run_1/congestion.png
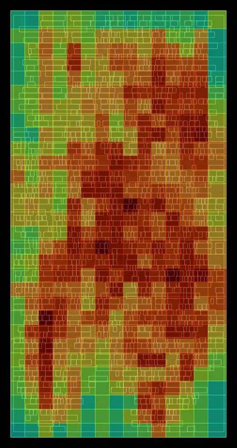
run_1/flops_by_reg.png
Other sequential cells in the stronger gray, the rest of the logic in the fainter gray.
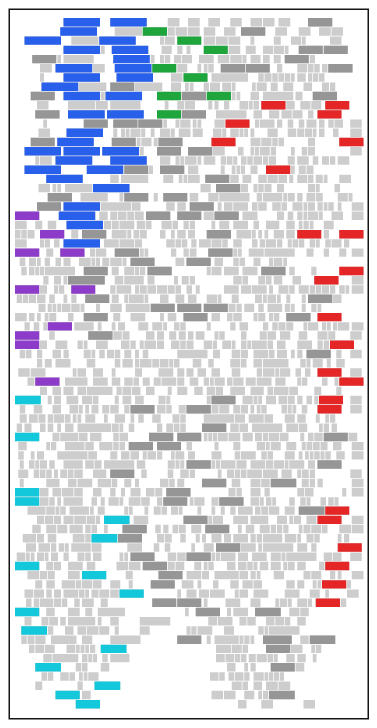
run_1/layer_met2.png
Cells faint in the background.
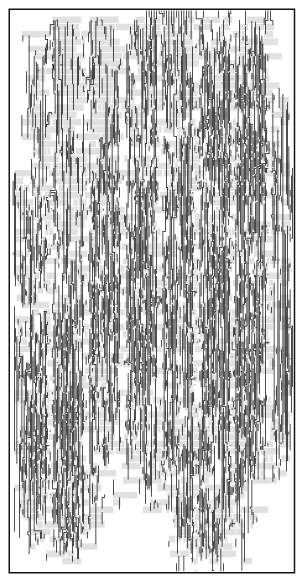
==> config.mk <==
export PLATFORM = sky130hd
export DESIGN_NAME = tape_mic_recorder_flat
export DESIGN_NICKNAME = d
export VERILOG_FILES = /design/src/rtl/tape_mic_recorder_if.sv /design/src/rtl/tape_mic_recorder.sv /design/src/flat_wrapper.sv
export SDC_FILE = /design/constraint.sdc
export NUM_CORES = 1
export LEC_CHECK = 0
export CAP_MARGIN = 10
export CORE_ASPECT_RATIO = 2
export CORE_UTILIZATION = 54
export CTS_CLUSTER_SIZE = 40
export DETAILED_ROUTE_END_ITERATION = 12
export GPL_ROUTABILITY_DRIVEN = 0
export PLACE_DENSITY_LB_ADDON = 0.15
export SETUP_SLACK_MARGIN = 0.1
export SYNTH_ARGS = -nofsm -noshare
export SYNTH_HDL_FRONTEND = slang
export SYNTH_SLANG_ARGS = --single-unit
==> constraint.sdc <==
create_clock -name clk_sys -period 3.7 [get_ports clk_sys]
set_input_delay 0.555 -clock clk_sys [delete_from_list [all_inputs] [get_ports clk_sys]]
set_output_delay 0.555 -clock clk_sys [all_outputs]
set_load 0.02 [all_outputs]
==> src/rtl/tape_mic_recorder_if.sv <==
// tape_mic_recorder_if: SDRAM tape write port with toggle-acknowledge handshake
interface tape_mic_recorder_if;
    logic [22:0] tape_addr;
    logic [7:0]  tape_din;
    logic        tape_wr;
    logic        tape_ack;
    modport master (output tape_addr, output tape_din, output tape_wr, input tape_ack);
    modport slave  (input tape_addr, input tape_din, input tape_wr, output tape_ack);
endinterface

==> src/rtl/tape_mic_recorder.sv <==
// tape_mic_recorder: turns MIC half-periods into TAP blocks written to the SDRAM tape buffer
module tape_mic_recorder #(
    parameter logic [9:0]  PILOT_MIN   = 10'd256,
    parameter logic [15:0] T_NOISE     = 16'd400,
    parameter logic [15:0] T_SHORT_MAX = 16'd1200,
    parameter logic [15:0] T_LONG_MAX  = 16'd1950,
    parameter logic [15:0] T_PILOT_MAX = 16'd2600,
    parameter logic [15:0] T_TIMEOUT   = 16'd65535,
    parameter int          FIFO_DEPTH  = 4
) (
    input  logic                clk_sys,
    input  logic                reset_n,
    input  logic                ce_3m5,
    input  logic                arm,
    input  logic                mic,
    tape_mic_recorder_if.master tape,
    output logic [22:0]         rec_end,
    output logic [7:0]          blocks,
    output logic                recording,
    output logic                err
);
    localparam int AW = $clog2(FIFO_DEPTH);
    localparam logic [2:0] IDLE = 3'd0, SYNC2 = 3'd1, DATA_A = 3'd2, DATA_B = 3'd3;
    localparam logic [2:0] FINAL = 3'd4, HDR_LO = 3'd5, HDR_HI = 3'd6;
    localparam logic [1:0] C_SHORT = 2'd0, C_LONG = 2'd1, C_PILOT = 2'd2, C_INVALID = 2'd3;

    logic mic_s1, mic_s2, mic_prev, arm_d, arm_rise;
    logic [15:0] cnt, cnt_inc;
    logic mic_edge, half, timeout;
    logic [1:0] cls;
    logic [2:0] state, bitcnt;
    logic [9:0] pcnt;
    logic [6:0] sr;
    logic a_long;
    logic [15:0] len, widx;
    logic [22:0] base, next_base, addr;
    logic [7:0] din, new_byte;
    logic wr, ack_last, ack_seen;
    logic [AW-1:0] wp, rp;
    logic [AW:0] fill;
    logic [7:0] mem [FIFO_DEPTH];
    logic full, empty, byte_done, push, drop, pop;

    assign tape.tape_addr = addr;
    assign tape.tape_din  = din;
    assign tape.tape_wr   = wr;
    assign arm_rise  = arm && !arm_d;
    assign recording = (state == SYNC2) || (state == DATA_A) || (state == DATA_B);
    assign full      = (fill == (AW+1)'(FIFO_DEPTH));
    assign empty     = (fill == '0);
    assign new_byte  = {sr, a_long};
    assign next_base = base + 23'd2 + {7'd0, len};
    assign ack_seen  = wr && (tape.tape_ack != ack_last);
    assign byte_done = half && arm && (state == DATA_B) && (cls == {1'b0, a_long}) && (bitcnt == 3'd7);
    assign push      = byte_done && !full && (len != 16'hFFFF);
    assign drop      = byte_done && !push;
    assign pop       = !wr && !empty && (state != HDR_LO) && (state != HDR_HI);

    // Half-period width with saturation, edge qualification and pulse classification
    always_comb begin
        cnt_inc  = (cnt == T_TIMEOUT) ? cnt : cnt + 16'd1;
        mic_edge = ce_3m5 && (mic_s2 != mic_prev);
        half     = mic_edge && (cnt_inc >= T_NOISE);
        timeout  = (cnt == T_TIMEOUT);
        cls      = (cnt_inc <= T_SHORT_MAX) ? C_SHORT :
                   (cnt_inc <= T_LONG_MAX)  ? C_LONG  :
                   (cnt_inc <= T_PILOT_MAX) ? C_PILOT : C_INVALID;
    end

    // MIC synchronizer and T-state width counter; glitches leave the count running
    always_ff @(posedge clk_sys) begin
        if (!reset_n) begin
            mic_s1   <= 1'b0;
            mic_s2   <= 1'b0;
            mic_prev <= 1'b0;
            arm_d    <= 1'b0;
            cnt      <= '0;
        end else begin
            mic_s1 <= mic;
            mic_s2 <= mic_s1;
            arm_d  <= arm;
            if (arm_rise)
                cnt <= '0;
            else if (ce_3m5) begin
                mic_prev <= mic_s2;
                cnt      <= half ? 16'd0 : cnt_inc;
            end
        end
    end

    // Byte FIFO storage
    always_ff @(posedge clk_sys) begin
        if (push) mem[wp] <= new_byte;
    end

    // Block FSM, FIFO pointers and the SDRAM writer (headers are patched after the data)
    always_ff @(posedge clk_sys) begin
        if (!reset_n) begin
            state    <= IDLE;
            pcnt     <= '0;
            bitcnt   <= '0;
            sr       <= '0;
            a_long   <= 1'b0;
            len      <= '0;
            widx     <= '0;
            base     <= '0;
            rec_end  <= '0;
            blocks   <= '0;
            err      <= 1'b0;
            wr       <= 1'b0;
            ack_last <= tape.tape_ack;
            addr     <= '0;
            din      <= '0;
            wp       <= '0;
            rp       <= '0;
            fill     <= '0;
        end else if (arm_rise) begin
            state   <= IDLE;
            pcnt    <= '0;
            bitcnt  <= '0;
            len     <= '0;
            widx    <= '0;
            base    <= '0;
            rec_end <= '0;
            blocks  <= '0;
            err     <= 1'b0;
            wp      <= '0;
            rp      <= '0;
            fill    <= '0;
            if (ack_seen) begin
                wr       <= 1'b0;
                ack_last <= tape.tape_ack;
            end
        end else begin
            if (ack_seen) begin
                wr       <= 1'b0;
                ack_last <= tape.tape_ack;
            end else if (!wr && state == HDR_LO) begin
                addr  <= base;
                din   <= len[7:0];
                wr    <= 1'b1;
                state <= HDR_HI;
            end else if (!wr && state == HDR_HI) begin
                addr    <= base + 23'd1;
                din     <= len[15:8];
                wr      <= 1'b1;
                base    <= next_base;
                rec_end <= next_base;
                blocks  <= blocks + 8'd1;
                state   <= IDLE;
            end else if (pop) begin
                addr <= base + 23'd2 + {7'd0, widx};
                din  <= mem[rp];
                wr   <= 1'b1;
                rp   <= rp + AW'(1);
                widx <= widx + 16'd1;
            end
            fill <= fill + (AW+1)'(push) - (AW+1)'(pop);
            if (push) begin
                wp  <= wp + AW'(1);
                len <= len + 16'd1;
            end
            if (drop) err <= 1'b1;
            case (state)
                IDLE: if (arm && half) begin
                    pcnt <= (cls != C_PILOT) ? 10'd0 : (pcnt == 10'h3FF) ? pcnt : pcnt + 10'd1;
                    if (cls == C_SHORT && pcnt >= PILOT_MIN) begin
                        state <= SYNC2;
                        len   <= '0;
                        widx  <= '0;
                    end
                end
                SYNC2: if (!arm) state <= FINAL;
                    else if (half) begin
                        state  <= (cls == C_SHORT) ? DATA_A : IDLE;
                        bitcnt <= '0;
                    end else if (timeout) state <= IDLE;
                DATA_A: if (!arm) state <= FINAL;
                    else if (half) begin
                        a_long <= (cls == C_LONG);
                        state  <= (cls == C_SHORT || cls == C_LONG) ? DATA_B : FINAL;
                    end else if (timeout) state <= FINAL;
                DATA_B: if (!arm) state <= FINAL;
                    else if (half) begin
                        if (cls == {1'b0, a_long}) begin
                            sr     <= new_byte[6:0];
                            bitcnt <= bitcnt + 3'd1;
                            state  <= DATA_A;
                        end else state <= FINAL;
                    end else if (timeout) state <= FINAL;
                FINAL: if (len == 16'd0) state <= IDLE;
                    else if (empty && !wr) state <= HDR_LO;
                default: ;
            endcase
        end
    end
endmodule

==> src/flat_wrapper.sv <==
// flat-port wrapper written by rule: the top's interface ports become plain ports
module tape_mic_recorder_flat 
#(
    parameter logic [9:0]  PILOT_MIN   = 10'd256,
    parameter logic [15:0] T_NOISE     = 16'd400,
    parameter logic [15:0] T_SHORT_MAX = 16'd1200,
    parameter logic [15:0] T_LONG_MAX  = 16'd1950,
    parameter logic [15:0] T_PILOT_MAX = 16'd2600,
    parameter logic [15:0] T_TIMEOUT   = 16'd65535,
    parameter int          FIFO_DEPTH  = 4
)
  (clk_sys, reset_n, ce_3m5, arm, mic, rec_end, blocks, recording, err, tape_tape_addr, tape_tape_din, tape_tape_wr, tape_tape_ack);
  tape_mic_recorder_if tape_i ();
  input  logic clk_sys;
  input  logic reset_n;
  input  logic ce_3m5;
  input  logic arm;
  input  logic mic;
  output logic [22:0] rec_end;
  output logic [7:0] blocks;
  output logic recording;
  output logic err;
  output wire logic [$bits(tape_i.tape_addr)-1:0] tape_tape_addr;
  output wire logic [$bits(tape_i.tape_din)-1:0] tape_tape_din;
  output wire logic [$bits(tape_i.tape_wr)-1:0] tape_tape_wr;
  input wire logic [$bits(tape_i.tape_ack)-1:0] tape_tape_ack;
  assign tape_tape_addr = tape_i.tape_addr;
  assign tape_tape_din = tape_i.tape_din;
  assign tape_tape_wr = tape_i.tape_wr;
  assign tape_i.tape_ack = tape_tape_ack;
  tape_mic_recorder #(.PILOT_MIN(PILOT_MIN), .T_NOISE(T_NOISE), .T_SHORT_MAX(T_SHORT_MAX), .T_LONG_MAX(T_LONG_MAX), .T_PILOT_MAX(T_PILOT_MAX), .T_TIMEOUT(T_TIMEOUT), .FIFO_DEPTH(FIFO_DEPTH)) u_core (.clk_sys(clk_sys), .reset_n(reset_n), .ce_3m5(ce_3m5), .arm(arm), .mic(mic), .tape(tape_i), .rec_end(rec_end), .blocks(blocks), .recording(recording), .err(err));
endmodule
==> impl_metrics.csv, run 1 <==
group,metric,value,unit
outcome,status,"complete, no violations",
cells_and_area,sh_seq_area,29.33,%
timing,finalHoldViolations,0,
timing,setup_ws,0.2693,ns
setup_path,crit_path_frequent_cell,"buf_4",
detailed_routing,firstDrtPassIters,9,
place,place_area,12770,um^2
setup_path,critPathCapture,"u_core.tape.tape_addr[16]",
timing,post-route-min-period,3.431,ns
yosys,ys_sh_aoi,20.41,%
setup_path,r2r_cells,15,
grt,grt_pass1_wl,56650,um
setup_path,worst-path-stages,15,
detailed_routing,drt_iter0_markers,764,
cells_and_area,layout_top_cell,"nand2_1",
cells_and_area,layout_top_cells,"nand2_1 (141), dfxtp_1 (136), nor2_1 (125)",
yosys,ys.flops,182,
cells_and_area,nClkBuffers,18,
grt,grt_pass1_vias,10820,
yosys,top_area_share,25.79,%
yosys,yosys_warnings,0,
pwr,p_int,3.614,mW
pwr,p_per_area,388.1,nW/um^2
cells_and_area,fin_nets,1537,
setup_path,r2r-end,"u_core.tape.tape_addr[16]",
clocking,cts_max_level,4,
yosys,syn_avg_cell_area,8.309,um^2
cells_and_area,n_sequential_cell,182,
pwr,pg_clk,1.84,mW
detailed_routing,ant_nets,0,
detailed_routing,wl,35820,um
setup_path,reg2reg_slack,0.27,ns
die,initial_core_util,55.02,%
timing,tightest_slew,0.9388,ns
die,row_count,75,
grt,top_usage_layer,"met2",
timing,period_used_share,92.72,%
clocking,clk_pin_slew,0.07,ns
yosys,top_area_cell,"dfxtp_1",
clocking,clkLatencyLatePin,0.46,ns
yosys,ys_chip_area,11570,um^2
detailed_routing,met2_length,18850,um
clocking,cts_resized,4,
grt,overflow,0,
pwr,p_comb_share,21.6,%
setup_path,cp-end-kind,"register",
yosys,synth_cell_types,92,
setup_path,timing.critical_path.from,"u_core.base[1]",
setup_path,cp_data_arrival_time,3.78,ns
yosys,async_flop_share,0,%
timing,rsz0062_at_grt,"yes",
setup_path,cp_cell_sequence,"buf_4 > inv_1 > fa_1 > a211o_1 > a2111oi_2 > buf_4 > nor2_1 > a211oi_2 > buf_4 > o41ai_2 > buf_4 > and3_1 > nor3_1 > xnor2_1 > a21oi_1",
setup_path,slowest_delay,0.50,ns
timing,fin_skew,0.01108,ns
timing,relSlewSlack,37.14,%
cells_and_area,drive_above_1_share,14.40,%
yosys,syn_area,11570,um^2
setup_path,worst-path-buf-inv,5,
detailed_routing,wl_met3,1779,um
place,dp.cells,1720,
grt,met2_usage,60.41,%
yosys,yosysMostFrequentCell,"dfxtp_1",
yosys,ys_sh_simple,25.11,%
grt,grt_max_degree,58,
cells_and_area,clkCellAreaFrac,4.329,%
pwr,p_seq_share,43.6,%
setup_path,path_delay_family,"AND-OR/OR-AND gates",
yosys,ys.flop_type,"dfxtp_1",
yosys,ys_cells,1392,
cells_and_area,finalInstanceArea,13610,um^2
detailed_routing,viasPerCell,6.406,
clocking,cts_buffer_depth,2,
die,chipArea,22040,um^2
yosys,ys_seq_share,34.36,%
run,warnings,32,
pwr,p_sw_share,31.60,%
## Picture notes: congestion.png
final core occ: 64.77%
GRT met1 Usage: 33.80%

## Picture notes: flops_by_reg.png
legend:
  green:
    signal: u_core.blocks
    sequential_cells: 8
    where: top middle
  purple:
    signal: u_core.pcnt
    sequential_cells: 10
    where: left middle
  blue:
    signal: u_core.mem
    sequential_cells: 32
    where: top left
  red:
    signal: u_core.tape.tape_addr
    sequential_cells: 23
  cyan:
    signal: u_core.cnt
    sequential_cells: 16
    where: bottom left

## Picture notes: layer_met2.png
main direction: vertical
wire length on this layer: 18800 um
share of all routed wire: 53%

run_1/logic_types.png
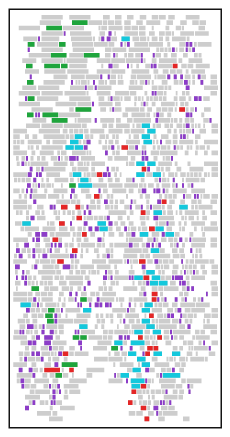

==> run 2, diff against run 1 <==
--- a/config.mk
+++ b/config.mk
@@ -7,11 +7,14 @@
 export LEC_CHECK = 0
 export CAP_MARGIN = 10
 export CORE_ASPECT_RATIO = 2
+export CORE_MARGIN = 2
 export CORE_UTILIZATION = 54
+export CTS_CLUSTER_DIAMETER = 150
 export CTS_CLUSTER_SIZE = 40
 export DETAILED_ROUTE_END_ITERATION = 12
 export GPL_ROUTABILITY_DRIVEN = 0
 export PLACE_DENSITY_LB_ADDON = 0.15
+export RECOVER_POWER = 100
 export SETUP_SLACK_MARGIN = 0.1
 export SYNTH_ARGS = -nofsm -noshare
 export SYNTH_HDL_FRONTEND = slang
run_2/logic_types.png
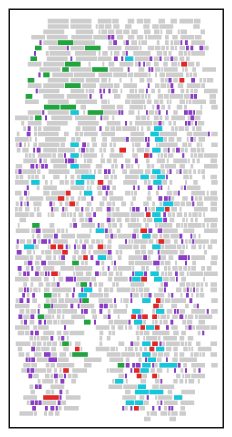
legend:
  green:
    family: mux cells
    cells: 26
    most_used: mux2i_1
  purple:
    family: nand cells
    cells: 278
    most_used: nand2_1
    where: spread over the die
  cyan:
    family: fa/ha/maj cells
    cells: 51
    most_used: ha_1
  red:
    family: non-inverting ao/oa cells
    cells: 35
    most_used: a21o_1

==> run 2 against run 1 <==
Highest routed layer unchanged. Largest power group unchanged. Die area increased by 2.9%. Clock-buffer cell count decreased by 1. Worst hold slack worse by 0.010 ns. Maximum frequency is 3.2% lower. Sequential share of layout area barely moved. Critical path depth unchanged. Synthesized cell count did not move. Power decreased by 1.8%. Routed wire length increased by 0.88%. Sequential power hardly changed. Clock power is essentially flat. Combinational power down 5%. Largest cell class unchanged.
==> impl_metrics.csv, run 2 <==
group,metric,value,unit
die,chipArea,22680,um^2
timing,rsz0062_at_grt,"yes",
clocking,cts_buffer_depth,2,
place,dp.cells,1724,
die,initial_core_util,55.02,%
detailed_routing,viasPerCell,6.353,
clocking,clk_pin_slew,0.07,ns
setup_path,timing.critical_path.from,"u_core.cnt[0]",
timing,relSlewSlack,3.002,%
timing,setup_ws,0.1549,ns
yosys,ys.flops,182,
clocking,cts_max_level,4,
pwr,p_sw_share,32.53,%
grt,met2_usage,58.08,%
yosys,top_area_cell,"dfxtp_1",
yosys,yosys_warnings,0,
grt,overflow,0,
setup_path,cp_cell_sequence,"buf_4 > nand4_1 > nor4_4 > mux2i_1 > buf_4 > nor4b_2 > nand4b_1 > a22o_1 > a31oi_4 > nor3_1 > ha_1 > fa_1 > xnor2_2 > xnor2_1 > nor2_1",
place,place_area,12800,um^2
cells_and_area,final_util,64.74,%
cells_and_area,drive_above_1_share,13.86,%
clocking,clkLatencyLatePin,0.46,ns
yosys,ys_cells,1392,
detailed_routing,ant_nets,0,
yosys,ys.flop_type,"dfxtp_1",
yosys,ys_sh_aoi,20.41,%
clocking,cts_resized,3,
setup_path,reg2reg_slack,0.15,ns
timing,period_used_share,95.81,%
cells_and_area,nClkBuffers,17,
grt,grt_pass1_wl,56900,um
timing,tightest_slew,1.455,ns
setup_path,cp_data_arrival_time,3.84,ns
cells_and_area,finalInstanceArea,13610,um^2
yosys,async_flop_share,0,%
yosys,syn_area,11570,um^2
pwr,p_comb_share,20.9,%
detailed_routing,wl,36140,um
pwr,p_seq_share,44.3,%
timing,post-route-min-period,3.545,ns
grt,top_usage_layer,"met2",
detailed_routing,drt_iter0_markers,776,
pwr,p_int,3.501,mW
setup_path,path_delay_family,"simple AND/OR/NAND/NOR gates",
setup_path,critPathCapture,"u_core.fill[2]",
cells_and_area,layout_top_cells,"nand2_1 (140), dfxtp_1 (139), nor2_1 (125)",
setup_path,worst-path-stages,15,
grt,grt_pass1_vias,11090,
timing,fin_skew,0.01074,ns
timing,finalHoldViolations,0,
pwr,pg_clk,1.81,mW
detailed_routing,met2_length,19010,um
outcome,status,"complete, no violations",
setup_path,r2r-end,"u_core.fill[2]",
die,row_count,75,
setup_path,cp-end-kind,"register",
run_2/flops_by_reg.png
Other sequential cells in the stronger gray, the rest of the logic in the fainter gray.
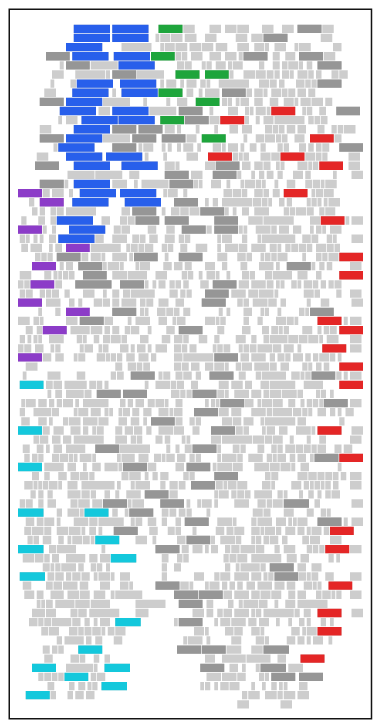
legend:
  purple:
    signal: u_core.pcnt
    sequential_cells: 10
  green:
    signal: u_core.blocks
    sequential_cells: 8
    where: top middle
  blue:
    signal: u_core.mem
    sequential_cells: 32
    where: top left
  red:
    signal: u_core.tape.tape_addr
    sequential_cells: 23
  cyan:
    signal: u_core.cnt
    sequential_cells: 16
    where: bottom left
sequential share of cell area: 29.29%
seq pwr: 2.30 mW
FF/Latch Area: 3986 um^2

run_2/layer_met3.png
The bar under the picture is 20 um long.
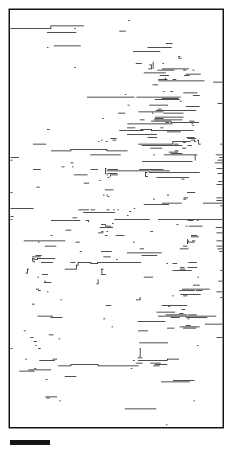

==> run 3, diff against run 2 <==
--- a/config.mk
+++ b/config.mk
@@ -6,9 +6,8 @@
 export NUM_CORES = 1
 export LEC_CHECK = 0
 export CAP_MARGIN = 10
-export CORE_ASPECT_RATIO = 2
 export CORE_MARGIN = 2
-export CORE_UTILIZATION = 54
+export CORE_UTILIZATION = 45
 export CTS_CLUSTER_DIAMETER = 150
 export CTS_CLUSTER_SIZE = 40
 export DETAILED_ROUTE_END_ITERATION = 12
@@ -16,6 +15,7 @@
 export PLACE_DENSITY_LB_ADDON = 0.15
 export RECOVER_POWER = 100
 export SETUP_SLACK_MARGIN = 0.1
+export SLEW_MARGIN = 10
 export SYNTH_ARGS = -nofsm -noshare
 export SYNTH_HDL_FRONTEND = slang
 export SYNTH_SLANG_ARGS = --single-unit
run_3/layer_met3.png
The bar under the picture is 50 um long.
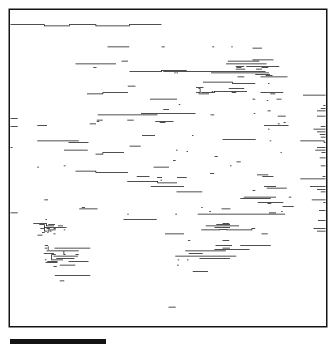
wire length on this layer: 1480 um
longest straight run: 52.9 um
main direction: horizontal
final WL: 33690 um
routed vias: 10920
met3 Use GR: 3.106%

run_3/layer_met2.png
Cells faint in the background.
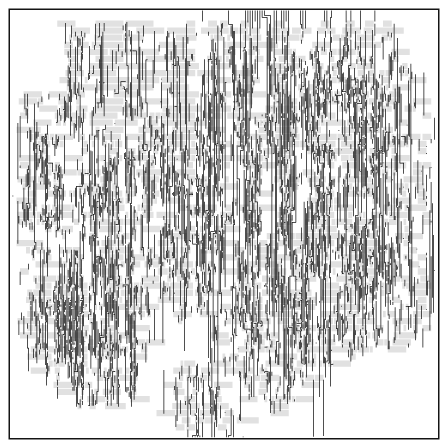
wire length on this layer: 16100 um
longest straight run: 64.3 um

==> run 3 against run 2 <==
Non-clock buffer count down 17. Worst hold slack improved by 0.0039 ns. Register-to-register slack improved by 0.04 ns. Combinational power about the same. Global-route usage shrank 7.2 points. Largest power group unchanged.
==> impl_metrics.csv, run 3 <==
group,metric,value,unit
timing,rsz0062_at_grt,"no",
yosys,ys_sh_aoi,20.41,%
setup_path,r2r-end,"u_core.base[16]",
pwr,p_seq_share,42.4,%
detailed_routing,firstDrtPassIters,5,
setup_path,worst-path-buf-inv,0,
cells_and_area,clkCellAreaFrac,4.855,%
grt,top_usage_layer,"met2",
run,warnings,30,
setup_path,worst-path-stages,12,
grt,grt_pass1_wl,53120,um
clocking,cts_buffer_depth,2,
setup_path,r2r_cells,12,
detailed_routing,viasPerCell,6.045,
die,initial_core_util,45.93,%
cells_and_area,finalInstanceArea,13580,um^2
cells_and_area,final_util,53.94,%
yosys,top_area_share,25.79,%
yosys,yosysMostFrequentCell,"dfxtp_1",
timing,tightest_slew,1.443,ns
cells_and_area,nClkBuffers,17,
pwr,seq-power,2.29,mW
cells_and_area,drive_above_1_share,11.85,%
timing,setup_ws,0.1966,ns
timing,period_used_share,94.69,%
yosys,ys.flops,182,
yosys,ys_cells,1392,
grt,grtUsageMet1,32.58,%
setup_path,timing.critical_path.from,"u_core.base[7]",
cells_and_area,n_sequential_cell,182,
cells_and_area,regArea,3980,um^2
pwr,p_comb_share,19.7,%
outcome,status,"complete, no violations",
detailed_routing,drt_iter0_markers,815,
yosys,ys.flop_type,"dfxtp_1",
grt,overflow,0,
setup_path,critPathCapture,"u_core.base[16]",
clocking,clk_pin_slew,0.09,ns
yosys,ys_sh_simple,25.11,%
yosys,ys_chip_area,11570,um^2
yosys,yosys_warnings,0,
yosys,syn_avg_cell_area,8.309,um^2
pwr,p_per_area,397.5,nW/um^2
yosys,top_area_cell,"dfxtp_1",
setup_path,path_delay_family,"simple AND/OR/NAND/NOR gates",
yosys,syn_area,11570,um^2
No activity file was given, so power comes from the tool's default toggle rates.
